File: src/rtl/pipe_alu.sv
// Single-issue ALU: one-cycle ops land straight in the result register, MUL runs
// a bit-serial shift-add for W cycles; the result is held until OUT_READY.
module pipe_alu #(
  parameter int W = 8
) (
  input  logic         CLK,
  input  logic         RESET,
  input  logic [W-1:0] INPUTA,
  input  logic [W-1:0] INPUTB,
  input  logic [3:0]   OP,
  input  logic         C_IN,
  input  logic         S_IN,
  input  logic         IN_VALID,
  output logic         IN_READY,
  output logic         OUT_VALID,
  input  logic         OUT_READY,
  output logic [W-1:0] OUT,
  output logic [W-1:0] OUT_HI,
  output logic         C_OUT,
  output logic         S_OUT,
  output logic         ZERO,
  output logic         NEG,
  output logic         OVF,
  output logic         ILLEGAL
);

  localparam int LG = $clog2(W);

  localparam logic [1:0] IDLE     = 2'd0;
  localparam logic [1:0] MUL_BUSY = 2'd1;
  localparam logic [1:0] HOLD     = 2'd2;

  localparam logic [3:0] OP_ADD  = 4'd0;
  localparam logic [3:0] OP_SUB  = 4'd1;
  localparam logic [3:0] OP_SHL  = 4'd2;
  localparam logic [3:0] OP_SHR  = 4'd3;
  localparam logic [3:0] OP_XOR  = 4'd4;
  localparam logic [3:0] OP_AND  = 4'd5;
  localparam logic [3:0] OP_OR   = 4'd6;
  localparam logic [3:0] OP_PASS = 4'd7;
  localparam logic [3:0] OP_ASR  = 4'd8;
  localparam logic [3:0] OP_ROL  = 4'd9;
  localparam logic [3:0] OP_ROR  = 4'd10;
  localparam logic [3:0] OP_MUL  = 4'd11;

  typedef struct packed {
    logic [W-1:0] out;
    logic         c;
    logic         s;
    logic         z;
    logic         n;
    logic         v;
    logic         ill;
  } res_t;

  // Single-cycle ops; MUL lands in the empty branch and is never loaded from here.
  // Shift index arithmetic is LG bits wide so rotates wrap modulo W for free.
  function automatic res_t alu_eval(input logic [W-1:0] a, input logic [W-1:0] b,
                                    input logic [3:0] op, input logic ci, input logic si);
    res_t         r;
    logic [W:0]   sum;
    logic [W-1:0] bx;
    logic [LG-1:0] amt;
    logic [LG-1:0] idx;
    logic         fill;
    r    = '0;
    sum  = '0;
    bx   = b;
    amt  = b[LG-1:0];
    idx  = '0;
    fill = si;
    case (op)
      OP_ADD, OP_SUB: begin
        bx    = (op == OP_SUB) ? ~b : b;
        sum   = {1'b0, a} + {1'b0, bx} + {{W{1'b0}}, ci};
        r.out = sum[W-1:0];
        r.c   = sum[W];
        r.v   = (a[W-1] == bx[W-1]) && (sum[W-1] != a[W-1]);
      end
      OP_SHL, OP_ROL: begin
        for (int i = 0; i < W; i++) begin
          idx      = LG'(i) - amt;
          r.out[i] = (op == OP_ROL || i >= int'(amt)) ? a[idx] : si;
        end
        idx = LG'(0) - amt;
        r.s = (amt != '0) && a[idx];
      end
      OP_SHR, OP_ASR, OP_ROR: begin
        fill = (op == OP_ASR) ? a[W-1] : si;
        for (int i = 0; i < W; i++) begin
          idx      = LG'(i) + amt;
          r.out[i] = (op == OP_ROR || i + int'(amt) < W) ? a[idx] : fill;
        end
        idx = amt - LG'(1);
        r.s = (amt != '0) && a[idx];
      end
      OP_XOR:  r.out = a ^ b;
      OP_AND:  r.out = a & b;
      OP_OR:   r.out = a | b;
      OP_PASS: r.out = a;
      OP_MUL:  r.out = '0;
      default: r.ill = 1'b1;
    endcase
    r.z = (r.out == '0);
    r.n = r.out[W-1];
    return r;
  endfunction

  logic [1:0]     state;
  logic           accept;
  logic           is_mul;
  res_t           alu_res;
  res_t           mul_res;
  res_t           res_p1;
  logic [W-1:0]   out_hi_p1;
  logic           vld_p1;
  logic [W-1:0]   mcand_p0;
  logic [2*W-1:0] prod_p0;
  logic [2*W-1:0] prod_nxt;
  logic [W:0]     madd;
  logic [LG-1:0]  cnt_p0;

  assign IN_READY = (state == IDLE) || (state == HOLD && OUT_READY);
  assign accept   = IN_VALID && IN_READY;
  assign is_mul   = (OP == OP_MUL);
  assign alu_res  = alu_eval(INPUTA, INPUTB, OP, C_IN, S_IN);

  // Multiplier iteration: conditionally add the multiplicand to the high half, shift right.
  always_comb begin
    madd     = {1'b0, prod_p0[2*W-1:W]} + (prod_p0[0] ? {1'b0, mcand_p0} : '0);
    prod_nxt = {madd, prod_p0[W-1:1]};
    mul_res     = '0;
    mul_res.out = prod_nxt[W-1:0];
    mul_res.z   = (prod_nxt == '0);
    mul_res.n   = prod_nxt[W-1];
  end

  always_ff @(posedge CLK) begin
    if (accept && is_mul) begin
      mcand_p0 <= INPUTA;
      prod_p0  <= {{W{1'b0}}, INPUTB};
    end else if (state == MUL_BUSY) begin
      prod_p0  <= prod_nxt;
    end
  end

  // Result stage: registered outputs and handshake state.
  always_ff @(posedge CLK) begin
    if (RESET) begin
      state     <= IDLE;
      vld_p1    <= 1'b0;
      cnt_p0    <= '0;
      res_p1    <= '0;
      out_hi_p1 <= '0;
    end else if (accept) begin
      if (is_mul) begin
        state  <= MUL_BUSY;
        vld_p1 <= 1'b0;
        cnt_p0 <= '0;
      end else begin
        state     <= HOLD;
        vld_p1    <= 1'b1;
        res_p1    <= alu_res;
        out_hi_p1 <= '0;
      end
    end else begin
      case (state)
        MUL_BUSY: begin
          cnt_p0 <= cnt_p0 + LG'(1);
          if (cnt_p0 == LG'(W - 1)) begin
            state     <= HOLD;
            vld_p1    <= 1'b1;
            res_p1    <= mul_res;
            out_hi_p1 <= prod_nxt[2*W-1:W];
          end
        end
        HOLD: begin
          if (OUT_READY) begin
            state  <= IDLE;
            vld_p1 <= 1'b0;
          end
        end
        default: state <= IDLE;
      endcase
    end
  end

  assign OUT_VALID = vld_p1;
  assign OUT       = res_p1.out;
  assign OUT_HI    = out_hi_p1;
  assign C_OUT     = res_p1.c;
  assign S_OUT     = res_p1.s;
  assign ZERO      = res_p1.z;
  assign NEG       = res_p1.n;
  assign OVF       = res_p1.v;
  assign ILLEGAL   = res_p1.ill;

endmodule

File: config.mk
export PLATFORM = sky130hd
export DESIGN_NAME = pipe_alu
export DESIGN_NICKNAME = d
export VERILOG_FILES = /design/src/rtl/pipe_alu.sv
export SDC_FILE = /design/constraint.sdc
export NUM_CORES = 1
export LEC_CHECK = 0
export ABC_AREA = 1
export CORE_MARGIN = 4
export CORE_UTILIZATION = 25
export DETAILED_ROUTE_END_ITERATION = 8
export GPL_ROUTABILITY_DRIVEN = 1
export SLEW_MARGIN = 10
export SYNTH_ARGS = -nofsm -noshare
export SYNTH_HDL_FRONTEND = slang
export SYNTH_SLANG_ARGS = --single-unit
File: constraint.sdc
create_clock -name CLK -period 3.43 [get_ports CLK]
set_clock_uncertainty 0.15 [all_clocks]
set_input_delay 0.8575 -clock CLK [delete_from_list [all_inputs] [get_ports CLK]]
set_output_delay 0.8575 -clock CLK [all_outputs]
set_load 0.005 [all_outputs]
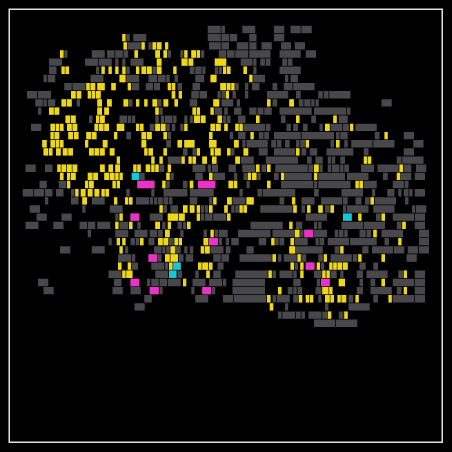
(run_1/gates.png)
Drawn at 3 px/um.
xor and xnor cells: drawn in magenta, cells 11, most used xor2_1. nand cells: drawn in yellow, cells 314, most used nand2_1. non-inverting ao/oa cells: drawn in cyan, cells 4, most used o21a_1.

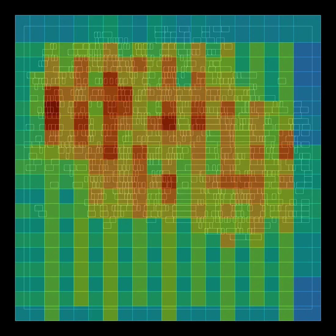
(run_1/congestion_map.png)
detail-routed net length per standard cell: 14.7 um
Top Usage Layer GRT: met2
met3 Usage GRT: 1.60%
grt met1 use: 21.4%

==> CHANGELOG.md, run 1 <==
### Changed

* Outcome: finished, final reports clean
* Syn Area/Cell at 6.50 um^2
* Crit path cell chain: clkdlybuf4s50_1 > inv_1 > fa_2 > fa_2 > o21ai_0 > nor2_1 > nand2_1 > a21oi_1 > nand3_1 > nor2_1 > nand3_1 > a21oi_2
* Final min period at 3.19 ns
* Initial antenna violation count at 0
* Initial DRC Count at 506
* Core ar. at 18100 um^2
* Fin crit share at 93.0%
* Hold/Removal Path Class: flop to flop
* Distinct cells, synth at 35
* Worst EP required at 3.51 ns
* Post-Syn Area at 4610 um^2
* Max stage delay cell, worst path: fa_2
* Port Buf Inserts at 49
* Tightest Pin Transition at 0.455 ns
* Global-route wire length before repair at 24600 um
* Die width at 144 um
* LEAKAGE at 2.91 nW
* Asr flop ratio synth at 0%
* # diodes at 0
* Grt ovf at 0
* Top cells, area: nand2_1, dfxtp_1, ha_1
* Top-count cell post-synth: nand2_1
* Layout cells sized above 1 at 13.8%
* Pwr Total at 0.00196 W
* Fin. Hold Viols at 0
* Synth top cells by count: nand2_1, nand3_1, inv_1
* Crit start category: input port
* Rows at 49
* Cell area after layout at 5980 um^2
* Die Y at 144 um
* Area leader share at 15.6%
* Clock Path Buffers at 2
* Synth Warn # at 0
* Sequential cell area fraction in the yosys report at 25.6%
* Fmax achieved at 313 MHz
* Reg2reg setup slack at 0.82 ns
* Worst skew pair latency at 0.29 ns
* IR drop worst, VDD at 0.183 mV
* Clock Sinks at 51
* Post-Place Setup Slack at -0.367 ns
* Layout net count at 882
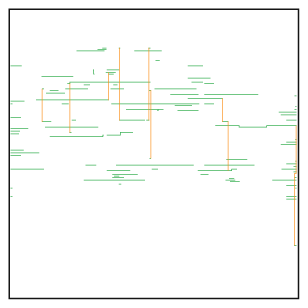
(run_1/layers.png)
Drawn at 2 px/um. Only two layers are drawn.
M4: drawn in orange, wire length 257 um. M3: drawn in green, wire length 846 um.
final WL: 15300 um
Vias: 4948
GRT Total Usage: 15.0%

run 1: logic make-up (layout without fill, tap and decap cells):
family | Yosys count | count (layout) | synth area share [%]
AND-OR/OR-AND | 102 | 102 | 12.3
XOR/XNOR | 11 | 11 | 2.09
adder cells (fa/ha/maj) | 47 | 47 | 13.2
buffers and inverters | 113 | 213 | 9.65
flip-flops | 51 | 51 | 25.6
AND/OR/NAND/NOR | 386 | 386 | 37.1
run 1: worst paths after layout:
| kind | cells past startpoint | end | from |
|---|---|---|---|
| setup / recovery | 12 | ZERO | INPUTA[0] |
| hold / removal | 2 | OUT_HI[5] | OUT_HI[5] |
| setup reg to reg | 14 | ZERO | prod_p0[0] |
| hold reg to reg | 2 | OUT_HI[5] | OUT_HI[5] |
run 1: cell type report:
type	instances	area, um^2
Sequential cell	51	1180
Inverter	99	372
Multi-Input combinational cell	546	3040
Clock buffer	6	150
Tap cell	229	287
Clock inverter	2	15.0
Timing Repair Buffer	106	935
Fill cell	1956	12100
run 1: cell usage in the layout (no fill, tap or decap), types with 10 or more instances in the layout:
cell type / netlist / final
nand2_1: 192 / 190
nand3_1: 105 / 103
inv_1: 88 / 87
buf_4: 2 / 56
a21oi_1: 51 / 50
nor2_1: 48 / 47
ha_1: 44 / 44
clkdlybuf4s50_1: 0 / 44
dfxtp_1: 35 / 35
o21ai_0: 30 / 30
edfxtp_1: 16 / 16
inv_2: 10 / 11
or2_2: 10 / 10
run 1: critical path: cells and delay by family:
family / cells / cell delay (ns)
and+or+nand+nor: 5 / 0.47
adders and majority gates: 2 / 0.93
buffers and inverters: 2 / 0.59
AOI/OAI and AO/OA: 3 / 0.43
run 1: per-layer routing:
| layer | routed length (um) | vias to the layer above |
|---|---|---|
| met4 | 257 | 0 |
| li1 | - | 2530 |
| met5 | 0 | - |
| met1 | 7350 | 2243 |
| met2 | 6860 | 157 |
| met3 | 845 | 18 |
run 1: per-stage QoR:
stage                     TNS (ns)  std cells
after floorplan                  0        710
after global placement       -2.21       1029
after detailed placement     -2.50       1029
after CTS                        0       1037
after global routing             0       1039
final                            0       1039
run 1: state kept, by name, indices dropped and copies added (netlist names), 2 cells and up:
name / cells
OUT_HI: 8
cnt_p0: 3
OUT: 8
prod_p0: 16
state: 2
mcand_p0: 8
run 1: repair_timing:
item / CTS / global route
buffers inserted: 0 / 2
cloned: 0 / 0
resized: 2 / 18
setup endpoints to repair: 2 / 9
pin swaps: 0 / 10
run 1: power breakdown:
group          switching (W)  internal (W)
clock network       0.000222      0.000318
logic               0.000424      0.000296
registers          0.0000325      0.000669
==> run_1/closeup.png <==
Region (57, 86) to (87, 116) um. Cells in gray, sequential cells in the stronger gray; small squares are vias.
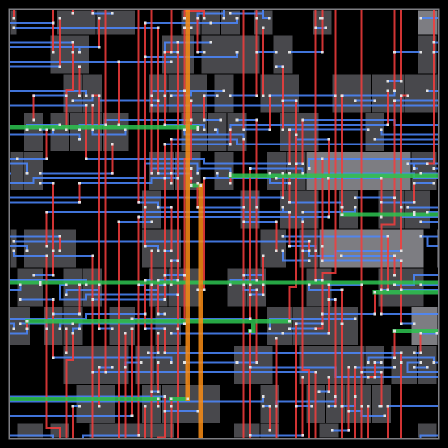

==> run 2, diff against run 1 <==
--- a/config.mk
+++ b/config.mk
@@ -6,10 +6,14 @@
 export NUM_CORES = 1
 export LEC_CHECK = 0
 export ABC_AREA = 1
+export CELL_PAD_IN_SITES_DETAIL_PLACEMENT = 0
+export CELL_PAD_IN_SITES_GLOBAL_PLACEMENT = 2
 export CORE_MARGIN = 4
 export CORE_UTILIZATION = 25
+export CTS_CLUSTER_DIAMETER = 150
 export DETAILED_ROUTE_END_ITERATION = 8
 export GPL_ROUTABILITY_DRIVEN = 1
+export PLACE_DENSITY = 0.7
 export SLEW_MARGIN = 10
 export SYNTH_ARGS = -nofsm -noshare
 export SYNTH_HDL_FRONTEND = slang
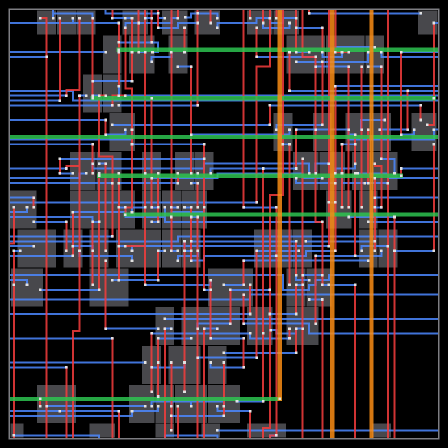
(run_2/closeup.png)
Region (57, 86) to (87, 116) um. Cells in gray, sequential cells in the stronger gray; small squares are vias.
M4: drawn in orange. M2: drawn in red. M3: drawn in green. M1: drawn in blue.
65 logic cells have their middle in the window. Sequential cells in the window: 0. Most frequent: nand2_1 (23), nand3_1 (17).

==> run 2 against run 1 <==
- critical path depth increased by 1
- final cell count rose by 0.87%
- critical path type unchanged
- highest routed layer unchanged
- fmax shrank 1.8%
- synthesized cell count unchanged
==> CHANGELOG.md, run 2 <==
### Changed

* Synth top cells by count: nand2_1, nand3_1, inv_1
* Grt ovf at 0
* Sequential cell area fraction in the yosys report at 25.6%
* Area leader share at 15.6%
* Mux share of post-synthesis cell area at 0%
* Tightest Pin Transition at 0.438 ns
* Layout cells sized above 1 at 14.9%
* Outcome: finished, final reports clean
* Initial DRC Count at 337
* Top cells, area: nand2_1, dfxtp_1, ha_1
* Layout net count at 891
* Top reg by flops: prod_p0
* Fmax achieved at 308 MHz
* Detail-routed net length per standard cell at 16.2 um
* Distinct cells, synth at 35
* Worst skew pair latency at 0.29 ns
* Hold/Removal Path Class: flop to flop
* Compound-Gate Fraction of Synth Area at 12.3%
* Worst hold endpoint: OUT_VALID
* Main logic family after synthesis: simple AND/OR/NAND/NOR gates
* Post-Synth Simple-Gate Area at 37.1%
* Clk pwr share at 25.7%
* Worst R2R Start: prod_p0[0]
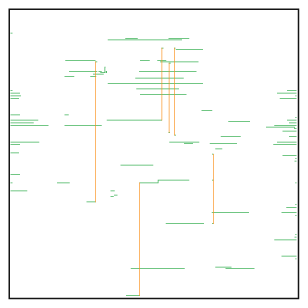
(run_2/layers.png)
Drawn at 2 px/um. Only two layers are drawn.
M4: drawn in orange, wire length 275 um. M3: drawn in green, wire length 772 um.

## run 2: cell types whose count changed in the layout (fill, tap and decap cells not counted), sizes merged
cell	before	now
buf	57	66
dlygate4sd2	0	3
clkbuf	6	5
clkdlybuf4s50	44	45
dlymetal6s2s	5	1
clkinv	1	2
## run 2: how the worst max path moves through the flow
stage	from	endpoint	slack (ns)	cells past startpoint
final	INPUTB[0]	ZERO	0.18	13
after floorplan	OP[2]	ZERO	0.04	18
after detailed placement	OP[2]	ZERO	-0.54	17
after global placement	OP[2]	ZERO	-0.48	19
after CTS	OP[1]	ZERO	0.004	17
after global routing	OP[2]	ZERO	0.008	19
## run 2: per-stage QoR
| step | cell area (um^2) | hold WS, ns | cells | setup WS, ns | power [W] |
|---|---|---|---|---|---|
| 2_1_floorplan | 4610 | 0.283 | 710 | 0.0416 | 0.00113 |
| 3_3_place_gp | 5800 | 0.297 | 1038 | -0.477 | 0.00145 |
| 3_5_place_dp | 5800 | 0.308 | 1038 | -0.544 | 0.00145 |
| 4_1_cts | 5970 | 0.318 | 1046 | 0.00440 | 0.00197 |
| 5_1_grt | 6000 | 0.330 | 1048 | 0.00808 | 0.00210 |
| 6_report | 6000 | 0.314 | 1048 | 0.181 | 0.00196 |
## run 2: area by class of cell
class | count | area, um^2 | area share (%)
multi-input combinational | 546 | 3030 | 50.5
sequential | 51 | 1180 | 19.7
timing repair buffer | 115 | 985 | 16.4
inverter | 99 | 372 | 6.19
tap | 229 | 287 | 4.77
clock buffer | 5 | 125 | 2.08
clock inverter | 3 | 22.5 | 0.375
## run 2: critical path, stage by stage
cell and delay (ns):
clkdlybuf4s50_1 0.53, buf_4 0.25, inv_2 0.06, ha_1 0.31, inv_2 0.15, nand3_1 0.25, nand3_1 0.20, o211ai_1 0.11
nand2_1 0.13, nand3_1 0.14, nor2_1 0.12, nand3_1 0.09, a21oi_2 0.12
## run 2: power by group through the flow
stage | Clock [W] | Sequential [W] | Combinational [W]
finish | 0.000502 | 0.000705 | 0.000749
global route | 0.000545 | 0.000709 | 0.000845
CTS | 0.000519 | 0.000704 | 0.000744
detailed placement | 0 | 0.000717 | 0.000738
global placement | 0 | 0.000718 | 0.000732
floorplan | 0 | 0.000704 | 0.000430
## run 2: layer usage
layer / share of wire, % / GRT usage [%] / vias to the layer above
met5: 0 / 0 / -
met3: 4.5 / 1.33 / 13
met4: 1.6 / 3.57 / 0
met1: 51 / 25.3 / 2340
met2: 43 / 25.4 / 138
li1: - / - / 2544
## run 2: repair_timing
| item | 4_1_cts | 5_1_grt |
|---|---|---|
| setup buffers | 0 | 2 |
| gates resized | 13 | 5 |
| pin swaps | 4 | 5 |
| endpoints found under the setup margin | 9 | 9 |
## run 2: cells by family (layout without fill, tap and decap cells)
kind of cell | after synthesis | after routing
AND/OR/NAND/NOR | 386 | 386
buffers and inverters | 113 | 222
AND-OR/OR-AND | 102 | 102
flip-flops | 51 | 51
adder cells (fa/ha/maj) | 47 | 47
XOR/XNOR | 11 | 11
Power figures rest on the tool's default switching activity, not on a simulated workload.
